### config.mk
export PLATFORM = sky130hd
export DESIGN_NAME = parity_arbiter
export DESIGN_NICKNAME = d
export VERILOG_FILES = /design/src/rtl/parity_arbiter.sv
export SDC_FILE = /design/constraint.sdc
export NUM_CORES = 1
export LEC_CHECK = 0
export ABC_AREA = 1
export CAP_MARGIN = 10
export CORE_MARGIN = 4
export CORE_UTILIZATION = 46
export DETAILED_ROUTE_END_ITERATION = 8
export PLACE_DENSITY = 0.87
export SETUP_SLACK_MARGIN = 0.3
export SYNTH_ARGS = -nofsm -noshare
export SYNTH_HDL_FRONTEND = slang
export SYNTH_SLANG_ARGS = --single-unit
### constraint.sdc
create_clock -name clk -period 1.9 [get_ports clk]
set_input_delay 0.57 -clock clk [delete_from_list [all_inputs] [get_ports clk]]
set_output_delay 0.57 -clock clk [all_outputs]
set_load 0.02 [all_outputs]
### src/rtl/parity_arbiter.sv
// parity_arbiter: round-robin sharing of one data register and its parity unit among NUM_REQ requesters.
module parity_arbiter #(
    parameter int NUM_REQ = 4,
    parameter int DATA_W  = 8,
    parameter int CNT_W   = 16
) (
    input  logic                         clk,
    input  logic                         reset,
    input  logic [NUM_REQ-1:0]           req,
    input  logic [NUM_REQ*DATA_W-1:0]    req_data,
    output logic [NUM_REQ-1:0]           gnt,
    output logic                         busy,
    output logic                         res_valid,
    input  logic                         res_ready,
    output logic [$clog2(NUM_REQ)-1:0]   res_id,
    output logic [DATA_W-1:0]            res_data,
    output logic                         res_parity,
    output logic [CNT_W-1:0]             res_count
);
    localparam int ID_W = $clog2(NUM_REQ);
    typedef enum logic [1:0] {IDLE, GRANT, REPORT} state_t;
    state_t state, state_nxt;
    logic [ID_W-1:0] ptr, win;
    logic found;
    // First requester at or after ptr, wrapping modulo NUM_REQ.
    always_comb begin
        win = '0;
        found = 1'b0;
        for (int k = 0; k < NUM_REQ; k++) begin
            if (!found && req[ID_W'((int'(ptr) + k) % NUM_REQ)]) begin
                win = ID_W'((int'(ptr) + k) % NUM_REQ);
                found = 1'b1;
            end
        end
    end
    always_comb begin
        state_nxt = state;
        case (state)
            IDLE:    state_nxt = found ? GRANT : IDLE;
            GRANT:   state_nxt = REPORT;
            REPORT:  state_nxt = res_ready ? IDLE : REPORT;
            default: state_nxt = IDLE;
        endcase
    end
    assign gnt        = (state == GRANT) ? NUM_REQ'(1) << res_id : '0;
    assign busy       = state != IDLE;
    assign res_valid  = state == REPORT;
    assign res_parity = ^res_data;
    always_ff @(posedge clk) begin
        if (reset) begin
            state     <= IDLE;
            ptr       <= '0;
            res_id    <= '0;
            res_data  <= '0;
            res_count <= '0;
        end else begin
            state <= state_nxt;
            if (state == IDLE && found)
                res_id <= win;
            if (state == GRANT)
                res_data <= req_data[res_id*DATA_W +: DATA_W];
            if (state == REPORT && res_ready) begin
                ptr <= (res_id == ID_W'(NUM_REQ - 1)) ? '0 : res_id + 1'b1;
                if (res_count != '1)
                    res_count <= res_count + 1'b1;
            end
        end
    end
endmodule

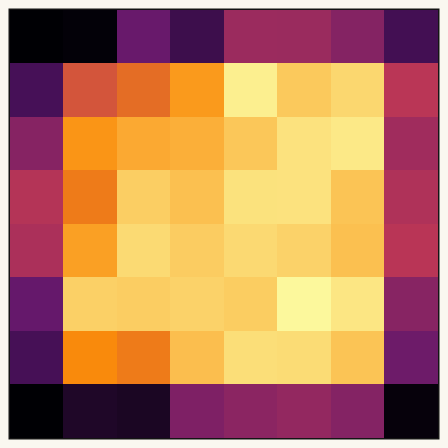
run_1/density.png
The die is cut into 8 by 8 equal tiles; black is low, pale yellow is high, 0 to 100% covered.
tiles over 75% full: 48%
nearly empty tiles: 6.2%
mean over tiles: 61%
densest ninth of the die: center
fullest tile: 99%

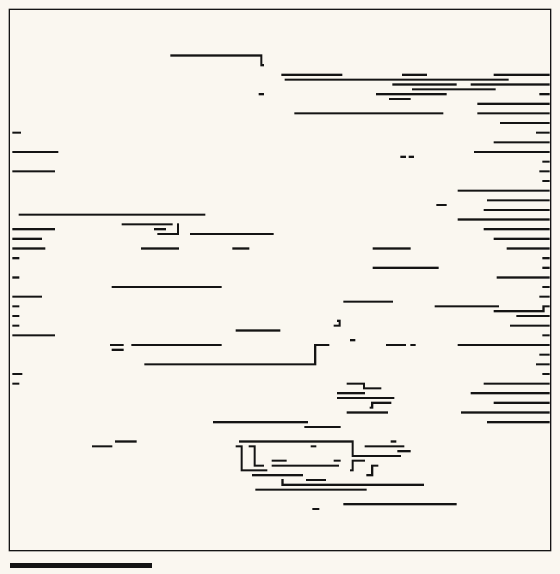
run_1/met3.png
Scale bar: 20 µm.
wire length on this layer: 709 µm
share of all routed wire: 8.9%
nets with wire on the layer: 96
longest straight run: 31.3 µm
main direction: horizontal

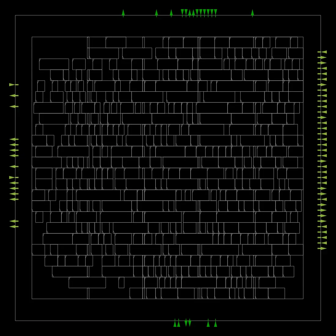
run_1/final_placement.png
# fillers: 281
Core Footprint: 4410 µm²

==> impl_metrics.ini, run 1 <==
; flow metrics
[power]
power_density_nw_per_um2 = 758
p_total_mw = 2.72
intPower_mw = 1.76
vdd_drop_max_mv = 0.488
p_leak_nw = 1.55
swShare_pct = 35.3
power.share.clock_pct = 28.2
p_sw_uw = 960
p_comb_share_pct = 44.1
seq_power_share_pct = 27.7

[critical_path]
r2r_end = res_id[1]
crit_chain = xor2_2, xnor2_2, xnor2_2, buf_4
slowest_delay_ps = 340
reg2reg_depth = 11
cpMaxStageDelayCell = dfxtp_2
reg2reg_from = ptr[0]
crit_arrival_ps = 1300
critical_path_buf_inv_count = 1
cp_common_cell = xnor2_2
start_kind = register
worstSetupPathType = register to primary output
cp_top_family = XOR/XNOR gates
worstSetupEndpointType = primary output
critical_path_required_ps = 1330
crit_fanout = 2
rrSetupSlack_ps = 370
setup.worst_path.start = res_data[4]

[timing]
layout_min_cycle_time_ps = 1870
tightest_slew_ps = 300
setup-tns-final_ps = 0
period_used_pct = 98.2
setup_ws_ps = 34.2
hold_viol_final = 0
rsz0062_at_grt = true
fmax_mhz = 536
slew_headroom_pct = 79.8
setup_viol_count_final = 0
drv_slew = 0
whs_ps = 507
skew_ps = 7.84

[synth]
yosysUniqueCellTypes = 30
synth_xor_xnor_area_share_pct = 6.57
netlist_area_um2 = 2130
netlist_instances = 333
logic_family = simple AND/OR/NAND/NOR gates
postSynthAreaPerCell_um2 = 6.41
synth_seq_share_pct = 28.1
synth.net_count = 377
ys_cells = 333
yosys.area_share.simple_pct = 31.4
ys.flops = 30
aoi_share_pct = 19.5
synth-adder-area-share_pct = 2.93
yosys_warnings = 0
ys_sh_mux_pct = 0
yosysChipArea_um2 = 2130

[clocking]
numCtsBuffers = 5
htree_num_levels = 2
clk_pin_slew_ps = 70
clock_latency_ps = 290
cts_root_buf = clkbuf_8
max-clock-path-buffers = 2
cts_tree = built
clock_sinks = 30

[worst_hold_path]
holdPathStages = 2
whs_endpoint = res_count[13]
min_from = res_count[13]
hold_path_class = register to register

[grt]
antenna_found_initial = 0
grt-busiest-layer = met2
grt_max_degree = 18
overflow = 0
gr-usage-met2_pct = 43.3
use_met3_pct = 6.50
grt_pass1_wl_um = 12300
grt_pass1_vias = 2704
grtUsageTotal_pct = 25.0
use_met1_pct = 29.8

[placement]
post_dp_cell_area_um2 = 3110
port_buffers = 71
gp_congestion = 0.940
hpwl_um = 4780
post-place-ws_ps = -149
placed_cells = 477

[floorplanning]
die_h_um = 76.1
fp_util_pct = 48.4
die_w_um = 76.1
ios = 72
dieArea_um2 = 5790
num_rows = 24

[route]
avgRoutedWirePerCell_um = 16.0
vias = 2713
wl_met3_um = 708
route.met2.wl_um = 3880
postRouteAntennaNets = 0
viasPerCell = 5.43
routed_wl_um = 8010
drt-initial-drc-count = 203
drt-pass1-iter-count = 5
top_layer = met4
wl_met1_um = 3200
remaining_drc_errors = 0

[finish]
nNetsFinal = 491
synthToLayoutAreaGrowth_pct = 68.2
final_area_um2 = 3590
mostFrequentLayoutCell = nand2_1
finish.utilization_pct = 81.3
lay_top_cells = nand2_1, buf_4, inv_1
drive_gt1_share_pct = 38.6
fin_cells = 500
antennaDiodeCount = 0

[run]
warnings = 32
maxCapViolCount = 0

[run_status]
status = finished clean
-- run 1: how the worst max path moves through the flow --
stage / to / depth (start not counted)
3_3_place_gp: res_parity / 4
3_5_place_dp: res_parity / 4
2_1_floorplan: gnt[0] / 5
5_1_grt: res_parity / 4
6_report: res_parity / 4
4_1_cts: res_parity / 4
-- run 1: timing repair --
action / in CTS / in global routing
buffers inserted: 9 / 6
hold buffers: 0 / 0
gates resized: 155 / 66
endpoints found under the setup margin: 51 / 45
pin swaps: 21 / 14
-- run 1: Yosys cell counts, drive strengths merged --
cell,n,area [µm²]
nand2,81,317
inv,47,176
nor2,41,184
o21ai,33,169
dfxtp,30,601
a21oi,27,169
nand3,18,105
nor3,9,45.0
o22ai,8,50.1
xnor2,8,70.1
xor2,8,70.1
buf,6,46.3
ha,5,62.6
clkbuf,4,15.0
clkinv,2,7.51
nand4,2,12.5
a211oi,1,7.51
a21boi,1,7.51
a31oi,1,12.5
nand3b,1,7.51
-- run 1: power groups by stage --
stage          combinational (mW)  sequential [mW]  clock, mW
3_3_place_gp                0.934            0.728          0
5_1_grt                      1.29            0.760      0.811
3_5_place_dp                0.955            0.732          0
6_report                     1.20            0.755      0.768
2_1_floorplan               0.477            0.788          0
4_1_cts                      1.03            0.728      0.774
-- run 1: area by class of cell --
cell class	count	area [µm²]	area share [%]
Sequential cell	30	638	17.8
Multi-Input combinational cell	244	1510	42.0
Clock inverter	1	30.0	0.837
Timing Repair Buffer	117	1040	28.9
Inverter	49	206	5.75
Tap cell	52	65.1	1.81
Clock buffer	7	108	3.00
-- run 1: flip-flops by register name (all words and copies together), names as in the netlist --
register / flops
ptr: 2
res_count: 16
res_data: 8
res_id: 2
state: 2
## Run 2: what changed since run 1
--- a/config.mk
+++ b/config.mk
@@ -7,9 +7,11 @@
 export LEC_CHECK = 0
 export ABC_AREA = 1
 export CAP_MARGIN = 10
-export CORE_MARGIN = 4
+export CORE_MARGIN = 1
 export CORE_UTILIZATION = 46
+export CTS_CLUSTER_DIAMETER = 120
 export DETAILED_ROUTE_END_ITERATION = 8
+export GPL_ROUTABILITY_DRIVEN = 0
 export PLACE_DENSITY = 0.87
 export SETUP_SLACK_MARGIN = 0.3
 export SYNTH_ARGS = -nofsm -noshare
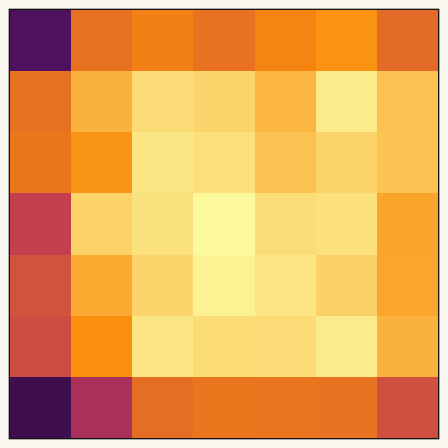
run_2/density.png
The die is cut into 7 by 7 equal tiles; black is low, pale yellow is high, 0 to 100% covered.
emptiest ninth of the die: south-west
tiles over 75% full: 63%
fullest tile: 99%
mean over tiles: 78%

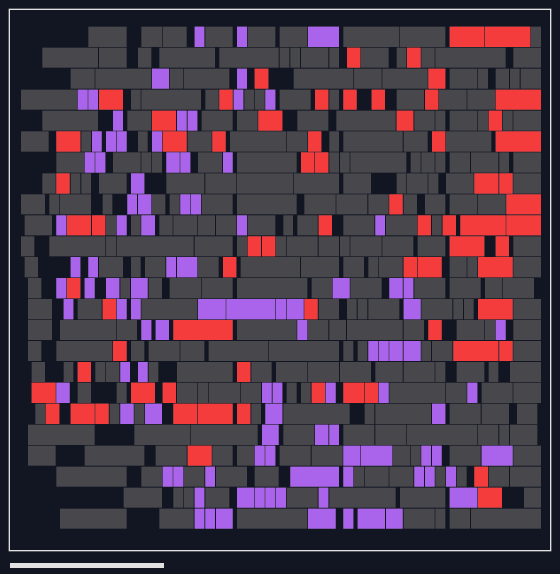
run_2/gate_families.png
Scale bar: 20 µm.
| family | color | cells |
|---|---|---|
| inverting AOI/OAI gates | red | 71 |
| NAND gates | purple | 102 |

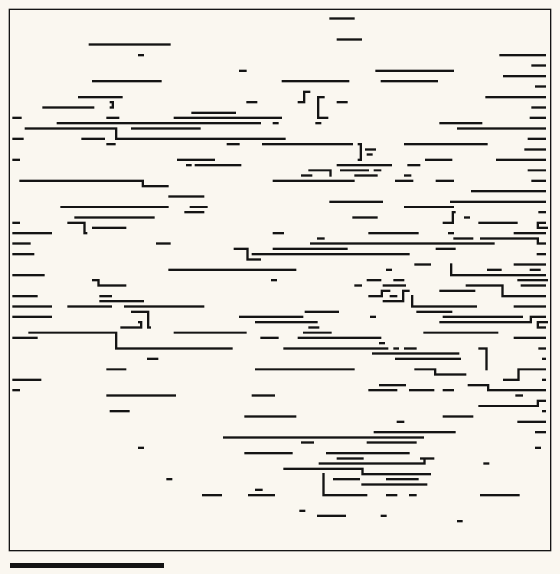
run_2/met3.png
Scale bar: 20 µm.
nets with wire on the layer: 144
longest straight run: 26.2 µm
main direction: horizontal
share of all routed wire: 9.5%

==> impl_metrics.ini, run 2 <==
; flow metrics
[critical_path]
rrSetupSlack_ps = 170
worstSetupEndpointType = primary output
crit_arrival_ps = 1370
crit_fanout = 2
slowest_delay_ps = 350
reg2reg_depth = 10
crit_chain = xnor2_2, xnor2_2, xnor2_2, buf_4
reg2reg_from = res_id[0]
cp_common_cell = xnor2_2
critical_path_required_ps = 1330
worstSetupPathType = register to primary output
start_kind = register
critical_path_buf_inv_count = 1
cpMaxStageDelayCell = dfxtp_2
cp_top_family = XOR/XNOR gates
r2r_end = res_data[6]

[grt]
antenna_found_initial = 0
gr-usage-met2_pct = 55.3
grt-busiest-layer = met2
use_met1_pct = 36.4
grt_max_degree = 18
use_met3_pct = 5.48
grt_pass1_wl_um = 12100
grtUsageTotal_pct = 30.7
grt_pass1_vias = 2624
overflow = 0

[synth]
common_cells = nand2_1, inv_1, nor2_1
ys.flops = 30
top_area_share_pct = 28.1
synth_seq_share_pct = 28.1
area_leaders = dfxtp_1, nand2_1, inv_1
yosysUniqueCellTypes = 30
netlist_area_um2 = 2130
yosys_warnings = 0
top_area_cell = dfxtp_1
top_cell = nand2_1
yosysChipArea_um2 = 2130
synth.net_count = 377
postSynthAreaPerCell_um2 = 6.41
ys_cells = 333
synth-edff-count = 0
synthArstFlopShare_pct = 0
netlist_instances = 333

[floorplanning]
ios = 72
fp_util_pct = 48.4
core_um2 = 4410
die_w_um = 70.1
dieArea_um2 = 4920
num_rows = 24
die_h_um = 70.1

[timing]
setup-tns-final_ps = -42.7
setup_viol_count_final = 1
skew_ps = 9.54
setup_ws_ps = -42.7
tightest_slew_ps = 357
period_used_pct = 102
rsz0062_at_grt = true
layout_min_cycle_time_ps = 1940
hold_viol_final = 0
slew_headroom_pct = 75.9
whs_ps = 527
drv_slew = 0
fmax_mhz = 515

[run]
warnings = 32
maxCapViolCount = 0

[route]
avgRoutedWirePerCell_um = 21.6
remaining_drc_errors = 0
routed_wl_um = 11000
drt-initial-drc-count = 312
drt-pass1-iter-count = 5
postRouteAntennaNets = 0
vias = 3158
viasPerCell = 6.19

[clocking]
numCtsBuffers = 5
max-clock-path-buffers = 2
cts_root_buf = clkbuf_8
holdBufCountCts = 0
cts_tree = built
clock_latency_ps = 300
clk_pin_slew_ps = 70
clock_sinks = 30
htree_num_levels = 2

[placement]
post_dp_cell_area_um2 = 3090
port_buffers = 71
placed_cells = 473
post-place-ws_ps = -174
hpwl_um = 4490

[finish]
antennaDiodeCount = 0
final_area_um2 = 3890
finish.utilization_pct = 88.1
lay_top_cells = nand2_1, inv_1, clkdlybuf4s50_1
nNetsFinal = 501
mostFrequentLayoutCell = nand2_1
fin_cells = 510
largest_reg_flops = 16
drive_gt1_share_pct = 42.1
regMostFlops = res_count
synthToLayoutAreaGrowth_pct = 82.2
reg_top3 = res_count x16, res_data x8

[power]
power.share.clock_pct = 21.2
p_sw_mw = 1.16
p_total_mw = 2.90
seq_power_share_pct = 26.4
power_density_nw_per_um2 = 746
p_leak_nw = 1.64
swShare_pct = 39.9
p_comb_share_pct = 52.4
intPower_mw = 1.74

[run_status]
violations = negative setup slack
status = complete, but fails checks

[worst_hold_path]
min_from = res_count[0]
whs_endpoint = res_count[0]
holdPathStages = 2
hold_path_class = register to register
run 2: logic make-up after synthesis:
kind of cell             count (synthesis)  synth area share [%]
buffers and inverters                   59                  11.5
adder cells (fa/ha/maj)                  5                  2.93
AND-OR/OR-AND                           71                  19.5
flip-flops                              30                  28.1
XOR/XNOR                                16                  6.57
AND/OR/NAND/NOR                        152                  31.4
run 2: repair_timing:
item / 4_1_cts / 5_1_grt
pin swaps: 21 / 20
gates cloned: 1 / 1
gates resized: 147 / 116
endpoints found under the setup margin: 51 / 51
setup buffers: 17 / 10
run 2: routing by layer:
layer	up-vias	part of all wire [%]
li1	1315	-
met1	1460	35
met2	291	48
met3	92	9.5
met4	0	7.2
met5	-	0
run 2: power by group through the flow:
stage | clock (mW) | sequential (mW) | combinational [mW]
3_3_place_gp | 0 | 0.730 | 0.926
4_1_cts | 0.594 | 0.745 | 1.09
2_1_floorplan | 0 | 0.788 | 0.477
3_5_place_dp | 0 | 0.734 | 0.948
6_report | 0.614 | 0.766 | 1.52
5_1_grt | 0.638 | 0.765 | 1.58
run 2: final cells by class:
cell class / instances / area [µm²]
Fill cell: 197 / 524
Sequential cell: 30 / 633
Inverter: 49 / 201
Clock inverter: 2 / 10.0
Multi-Input combinational cell: 244 / 1640
Clock buffer: 6 / 93.8
Tap cell: 52 / 65.1
Timing Repair Buffer: 127 / 1240
run 2: worst max-delay path by stage:
stage	startpoint	end	slack (ps)	cells after the start
CTS	res_data[4]	res_parity	30	4
global route	res_data[2]	res_parity	-190	4
detailed placement	res_data[3]	res_parity	-170	4
global placement	res_data[3]	res_parity	-140	4
floorplan	res_id[0]	gnt[0]	190	5
finish	res_data[2]	res_parity	-40	4
## Run 3: what changed since run 2
--- a/config.mk
+++ b/config.mk
@@ -12,6 +12,7 @@
 export CTS_CLUSTER_DIAMETER = 120
 export DETAILED_ROUTE_END_ITERATION = 8
 export GPL_ROUTABILITY_DRIVEN = 0
+export MAX_ROUTING_LAYER = met4
 export PLACE_DENSITY = 0.87
 export SETUP_SLACK_MARGIN = 0.3
 export SYNTH_ARGS = -nofsm -noshare
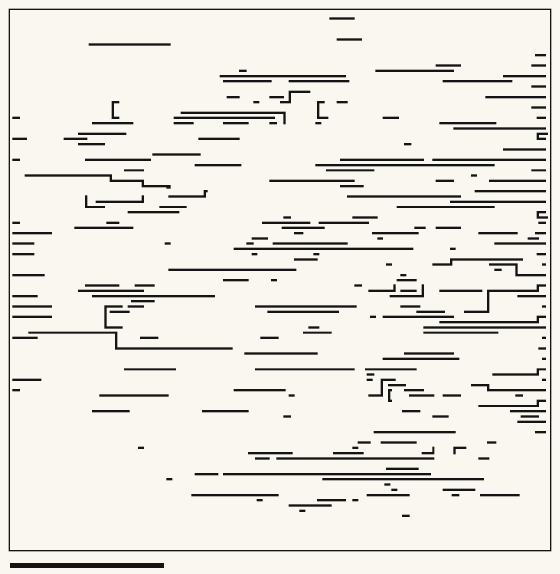
run_3/met3.png
Scale bar: 20 µm.
nets with wire on the layer: 152
share of all routed wire: 9.4%
longest straight run: 26.7 µm
wire length on this layer: 1,040 µm
main direction: horizontal

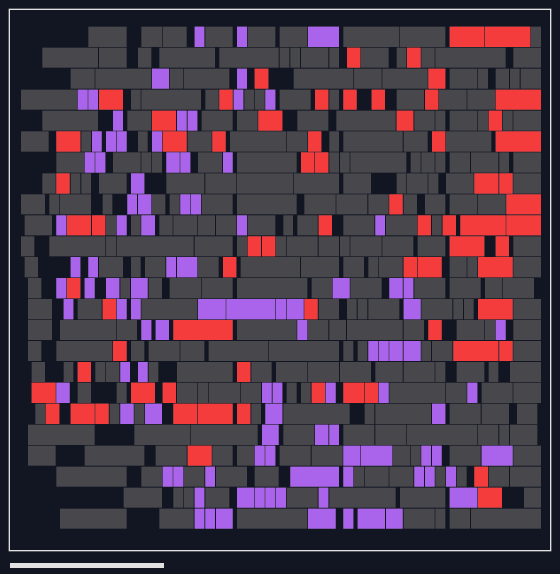
run_3/gate_families.png
Scale bar: 20 µm.
| family | color | cells |
|---|---|---|
| NAND gates | purple | 102 |
| inverting AOI/OAI gates | red | 71 |

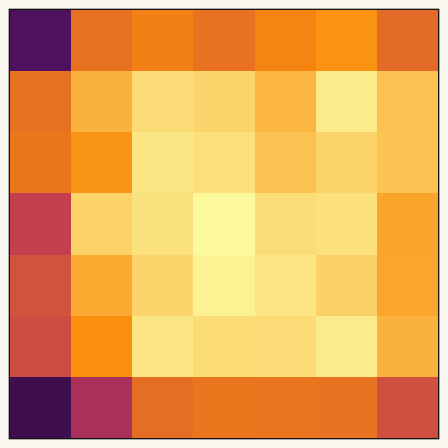
run_3/density.png
The die is cut into 7 by 7 equal tiles; black is low, pale yellow is high, 0 to 100% covered.
mean over tiles: 78%
emptiest ninth of the die: south-west
fullest tile: 99%
tiles over 75% full: 63%

==> impl_metrics.ini, run 3 <==
; flow metrics
[finish]
synthToLayoutAreaGrowth_pct = 82.2
regMostFlops = res_count
drive_gt1_share_pct = 42.1
largest_reg_flops = 16
nNetsFinal = 501
mostFrequentLayoutCell = nand2_1
antennaDiodeCount = 0

[critical_path]
start_kind = register
crit_arrival_ps = 1400
setup.worst_path.start = res_data[2]
reg2reg_from = res_id[0]
worstSetupPathType = register to primary output
critical_path_required_ps = 1330

[timing]
setup_viol_count_final = 1
fmax_mhz = 508
hold_viol_final = 0
layout_min_cycle_time_ps = 1970
drv_slew = 0
setup_ws_ps = -70.0
period_used_pct = 104
slew_headroom_pct = 77.1
skew_ps = 8.89
rsz0062_at_grt = true

[synth]
synth_xor_xnor_area_share_pct = 6.57
ys_sh_mux_pct = 0
netlist_area_um2 = 2130
area_leaders = dfxtp_1, nand2_1, inv_1
yosysUniqueCellTypes = 30
synth-adder-area-share_pct = 2.93
synth.net_count = 377
top_area_share_pct = 28.1
postSynthAreaPerCell_um2 = 6.41
common_cells = nand2_1, inv_1, nor2_1
top_cell = nand2_1
yosysChipArea_um2 = 2130
top_area_cell = dfxtp_1
netlist_instances = 333
ys.flops = 30
yosys.area_share.simple_pct = 31.4
synth_seq_share_pct = 28.1

[grt]
grt_pass1_vias = 2638
grt_max_degree = 18
overflow = 0
grt_pass1_wl_um = 12100
grtUsageTotal_pct = 31.5

[power]
p_comb_share_pct = 52.4
p_sw_mw = 1.17
p_leak_nw = 1.64
power.share.clock_pct = 21.3
seq_power_share_pct = 26.4
power_density_nw_per_um2 = 748
vdd_drop_max_mv = 0.528
p_total_mw = 2.91

[run]
maxCapViolCount = 0

[floorplanning]
num_rows = 24
ios = 72
dieArea_um2 = 4920
core_um2 = 4410
die_h_um = 70.1

[placement]
port_buffers = 71
hpwl_um = 4490
post_dp_cell_area_um2 = 3090

[route]
postRouteAntennaNets = 0
drt-pass1-iter-count = 5
vias = 3192
remaining_drc_errors = 0
viasPerCell = 6.26

[worst_hold_path]
min_from = res_count[0]
hold_path_class = register to register

[run_status]
violations = negative setup slack
status = complete, but fails checks

[clocking]
cts_tree = built
htree_num_levels = 2
numCtsBuffers = 5
clk_pin_slew_ps = 80
cts_root_buf = clkbuf_8
[run 3: cell counts after synthesis]
Identical to the previous run, type by type.
[run 3: routing by layer]
metal	share of wire (%)	global-route usage, %	routed length [µm]
met5	0	-	0
met4	8.2	10.7	901
met3	9.4	5.48	1040
met2	47	55.2	5230
met1	35	36.3	3850
[run 3: cell type report]
| type | count | area, µm² | area share (%) |
|---|---|---|---|
| clock inverters | 2 | 10.0 | 0.257 |
| repair buffers | 127 | 1240 | 31.9 |
| multi-input cells | 244 | 1640 | 42.3 |
| inverters | 49 | 201 | 5.18 |
| clock buffers | 6 | 93.8 | 2.41 |
| flip-flops and latches | 30 | 633 | 16.3 |
| well taps | 52 | 65.1 | 1.67 |
[run 3: final timing paths]
check	depth (start not counted)	end	slack, ps
setup / recovery	4	res_parity	-70
hold / removal	2	res_count[0]	530
setup reg to reg	10	res_data[6]	180
hold reg to reg	2	res_count[0]	530
[run 3: worst max-delay path, stage by stage, from the launching register on]
cell and delay (ps):
dfxtp_2 360, xnor2_2 270, xnor2_2 170, xnor2_2 140
buf_4 160
[run 3: what timing repair did]
item | CTS | global route
gates cloned | 1 | 1
buffers inserted | 17 | 10
setup endpoints to repair | 51 | 51
resized | 147 | 116
pin swaps | 21 | 20
[run 3: power by group through the flow]
stage / sequential [mW] / combinational, mW / clock, mW
finish: 0.767 / 1.52 / 0.618
global route: 0.765 / 1.58 / 0.640
CTS: 0.745 / 1.09 / 0.594
detailed placement: 0.734 / 0.948 / 0
global placement: 0.730 / 0.926 / 0
floorplan: 0.788 / 0.477 / 0
[run 3: per-stage QoR]
step	setup WS, ps	util, %
2_1_floorplan	192	-
5_1_grt	-145	88.1
6_report	-70.0	88.1
4_1_cts	28.0	79.9
3_3_place_gp	-137	70.0
3_5_place_dp	-174	70.0

## Gallery

Port wiring.
(a)
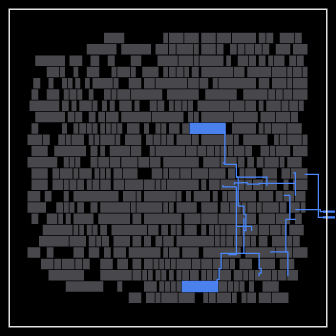
(b)
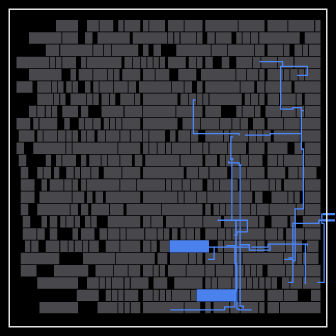
- run 3 = (b)
- run 1 = (a)

Power and IR drop assume default switching activity.
